**The metal 3 layer**

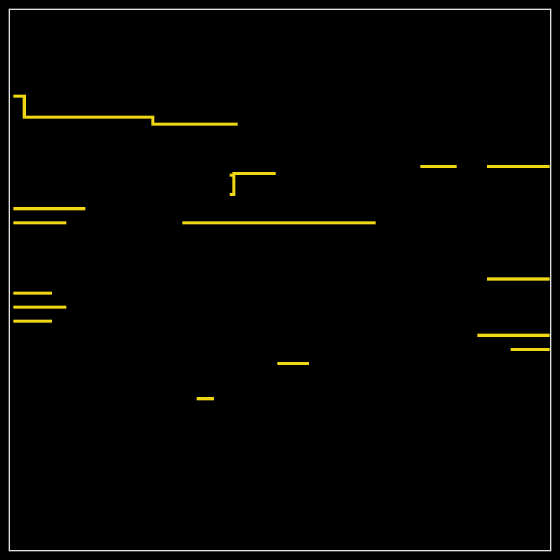
**Gate families picked out**

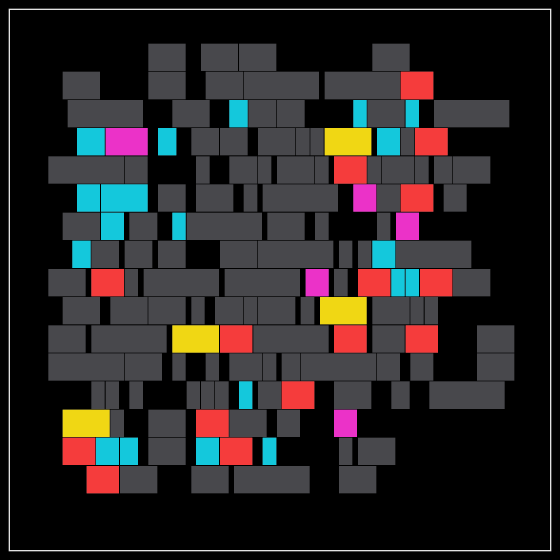
**Register map, names as in the netlist**

The bar under the picture is 20 um long.
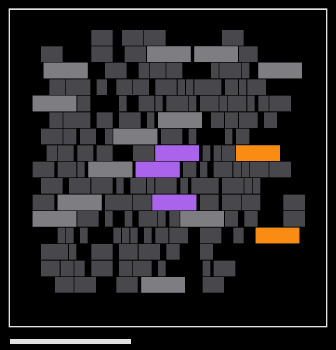
**Routing congestion map**

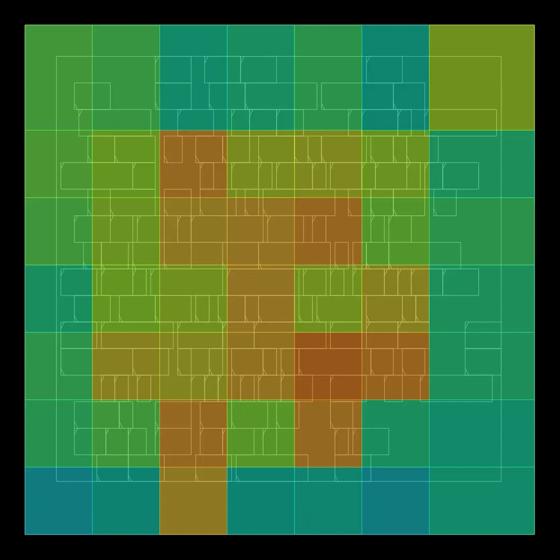
**Signal wires on met2**

The bar under the picture is 20 um long.
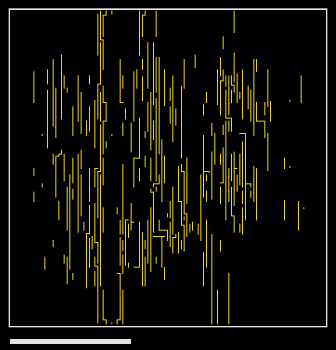
==> config.mk <==
export PLATFORM = sky130hd
export DESIGN_NAME = matmul_index_sequencer_flat
export DESIGN_NICKNAME = d
export VERILOG_FILES = /design/src/rtl/matmul_pkg.sv /design/src/rtl/matmul_index_sequencer_if.sv /design/src/rtl/wrap_counter.sv /design/src/rtl/matmul_index_sequencer.sv /design/src/flat_wrapper.sv
export SDC_FILE = /design/constraint.sdc
export NUM_CORES = 1
export LEC_CHECK = 0
export ABC_CLOCK_PERIOD_IN_PS = 5100
export CORE_MARGIN = 3
export CORE_UTILIZATION = 50
export DETAILED_ROUTE_END_ITERATION = 7
export PLACE_DENSITY = 0.81
export SLEW_MARGIN = 20
export SYNTH_ARGS = -nofsm -noshare
export SYNTH_HDL_FRONTEND = slang
export SYNTH_HIERARCHICAL = 1
export SYNTH_SLANG_ARGS = --single-unit
==> constraint.sdc <==
create_clock -name clk -period 5.1 [get_ports clk]
set_input_delay 0.765 -clock clk [delete_from_list [all_inputs] [get_ports clk]]
set_output_delay 0.765 -clock clk [all_outputs]
set_load 0.05 [all_outputs]
==> flow_summary.toml <==
# yosys + openroad results
[placed_design]
dpl.hpwl_um = 1618
placement.io_buffers = 23
gp_congestion = 0.7494
dpl_worst_slack_ns = 2.257

[setup_path]
max_stage_delay_ns = 0.86
cp_max_fo = 6
path_depth = 5
cp_top_family = "buffers and inverters"
path_cells = "inv_1, ha_1, xor2_1, nor4_1, clkdlybuf4s50_1"
crit_buf_inv = 2
rr_worst_depth = 9
end_kind = "output port"
slowest_stage = "clkdlybuf4s50_1"
rrSetupSlack_ns = 2.77
crit_type = "reg -> out"
cp-start-kind = "flip-flop"
crit_required_ns = 4.34
arrival_ns = 2.30

[final_timing]
fin_skew_ns = 0.005384
whs_ns = 0.4727
rsz0062_at_grt = "false"
setup_violations = 0
fin_crit_ns = 3.069
setup_tns_ns = 0
tightest_slew_ns = 0.9192
maxSlewViolCount = 0
fin_ws_ns = 2.031
max_freq_mhz = 325.8
finalHoldViolCount = 0
slew_headroom = 0.3845
fin_crit_sh = 0.6018

[floorplan]
io_pins = 24
fp-utilization = 0.5379
rows = 16
die_h_um = 52.18
die_w_um = 52.18
core_um2 = 1982
chip_area_um2 = 2722

[layout]
diodes = 0
syn2layout_area_growth_pct = 24.77
final_layout_size_suffix_gt1_frac = 0.03333
final_nets = 168
filler_cell_count = 162

[power]
finalPower_uw = 282.7
total_leakage_power_nw = 0.4557
switching_share = 0.2971
powerDensity_nw_per_um2 = 212.6
combPwrFrac = 0.235
p_seq_frac = 0.504
peakVddDrop_v = 0.0001366
power.internal_uw = 198.7
power_switching_uw = 83.99
clock_power_share = 0.261

[synthesis]
top_area_cell = "dfxtp_1"
synth_flops = 17
yosysWarnings = 6
async_reset_ff_frac = 0
synth_top_flop_cell = "dfxtp_1"
fp_nets = 144
edf_count = 0
syn_area_per_cell_um2 = 8.394
syn_inst = 127
yosysCellCount = 127
yosysSeqAreaShare = 0.3192
ys_area_um2 = 1066
synthTopCellsByArea = "dfxtp_1 (32%), mux2i_1 (8.5%), xor2_1 (8.2%), nand2_1 (6.3%), ha_1 (4.7%)"
synth_cell_types = 26
top_area_frac = 0.3192
synth_area_um2 = 1066

[clocking]
htree_levels = 1
cts_setup_buffers = 0
cts_sinks = 17
ctsHoldBuffers = 0
cts_made_buffers = 3
clockBufferDepth = 2
cts_root_buf = "clkbuf_4"
path_clk_slew_ns = 0.10
tritoncts = "done"
clock_latency_ns = 0.29
cts_resized = 0

[status]
outcome = "finished, final reports clean"

[drt]
first_pass_iters = 4
routed.top_layer = "met3"
ant_nets = 0
wl_met1_um = 976
post-route-drc-count = 0
wl_met2_um = 1033
viasPerCell = 5.254
drt_iter0_markers = 18
wl_met3_um = 101
wire_per_inst_um = 11.93

[global_routing]
grt_max_degree = 24
grt_first_pass_wirelength_um = 3726
grt_remaining_overflow = 0
antenna_found_initial = 0
first_global_vias = 882

[job]
warning_count = 26
cap_viol_max_count = 0

[min_path]
hold_class = "reg -> reg"
worstHoldPathCells = 2
Back to the opening pictures, 'the metal 3 layer':
longest straight run	18.4 um
nets with wire on the layer	15
share of all routed wire	4.8%
main direction	horizontal
wire length on this layer	101 um
vias: 930
routed wire length: 2111 um
GR Util met3: 0.03704

Back to the opening pictures, 'gate families picked out':
colour	family	cells
magenta	and/or cells	5
yellow	fa/ha/maj cells	4
red	xor and xnor cells	15
cyan	nor cells	19
Commonest Layout Cell: clkdlybuf4s50_1
Comb/total area: 0.4920
Non-Filler Instances: 177

Back to the opening pictures, 'register map, names as in the netlist':
colour	signal	sequential cells
orange	`u_core/u_col/cnt`	2
purple	`u_core/cols_q`	3
area occupied by registers: 340.3 um2
utilization after layout: 0.6711
Seq group: 142 uW

Back to the opening pictures, 'routing congestion map':
grt met1 use: 0.2342
GR Layer Usage met2: 0.2971
Tot GR Track Use: 0.1792
GRT busiest layer: met2

Back to the opening pictures, 'signal wires on met2':
main direction	vertical
longest straight run	18.4 um
nets with wire on the layer	145

## power groups by stage
stage	sequential, mW	clock, mW	combinational, mW
5_1_grt	0.143	0.0813	0.0725
3_5_place_dp	0.146	0	0.0664
4_1_cts	0.143	0.0752	0.0669
3_3_place_gp	0.145	0	0.0647
2_1_floorplan	0.145	0	0.0468
6_report	0.142	0.0737	0.0666
## area by class of cell
class	instances	area, um2	area share
clock buffers	4	26.28	0.01976
inverters	12	45.04	0.03387
multi-input cells	94	654.4	0.4920
flip-flops and latches	17	340.3	0.2559
well taps	27	33.78	0.02540
repair buffers	23	230.2	0.1731
## kinds of logic (layout without fill, tap and decap cells)
group                    Yosys count  count (layout)  synth area share
AND/OR/NAND/NOR                   55              55            0.2782
flip-flops                        17              17            0.3193
buffers and inverters             16              39           0.06690
XOR/XNOR                          15              15            0.1232
AND-OR/OR-AND                     11              11           0.08099
multiplexers                       9               9           0.08451
adder cells (fa/ha/maj)            4               4           0.04695
## synth_stat cells (2+ instances only)
library cell	number
nand2_1	18
dfxtp_1	17
inv_1	12
xor2_1	10
mux2i_1	9
nand2b_1	7
nor2_1	7
nand3b_1	6
xnor2_1	5
ha_1	4
nor3_1	4
nor4_1	4
a2111oi_1	3
a21oi_1	3
and3_1	3
o311ai_0	3
clkbuf_1	2
nor2b_1	2
## worst reg2reg max path, delay by kind of cell (launching register included)
| kind | cells | cell delay [ns] |
|---|---|---|
| AND/OR/NAND/NOR | 4 | 0.74 |
| buffers and inverters | 1 | 0.12 |
| XOR/XNOR | 2 | 0.30 |
| flip-flops | 1 | 0.48 |
| AND-OR/OR-AND | 1 | 0.25 |
| adder cells (fa/ha/maj) | 1 | 0.35 |
## per-layer routing
metal  up-vias  track usage
li1        474            -
met5         -            0
met2        21       0.2971
met3         0      0.03704
met4         0      0.05106
met1       435       0.2342
## cell usage in the layout, fill, tap and decap left out
| cell type | count |
|---|---|
| nand3b_1 | 6 |
| and2_1 | 1 |
| clkbuf_4 | 3 |
| o21a_1 | 1 |
| nor2b_1 | 2 |
| mux2i_1 | 9 |
| dfxtp_1 | 17 |
| inv_1 | 12 |
| or3_4 | 1 |
| nor3b_2 | 1 |
| nor3b_1 | 1 |
| nand2_1 | 18 |
| a2111oi_1 | 3 |
| a22oi_1 | 1 |
| o311ai_0 | 3 |
| xnor2_1 | 5 |
| clkdlybuf4s50_1 | 23 |
| nor2_1 | 7 |
| and3_1 | 3 |
| ha_1 | 4 |
| clkbuf_1 | 1 |
| nor4_1 | 4 |
| nor3_1 | 4 |
| xor2_1 | 10 |
| a21oi_1 | 3 |
| nand2b_1 | 7 |
## metrics by stage
step	instance area (um2)	cells
6_report	1330	177
5_1_grt	1330	177
4_1_cts	1330	177
3_5_place_dp	1304	173
3_3_place_gp	1304	173
2_1_floorplan	1066	127
Power is estimated from default activity; no workload was simulated.
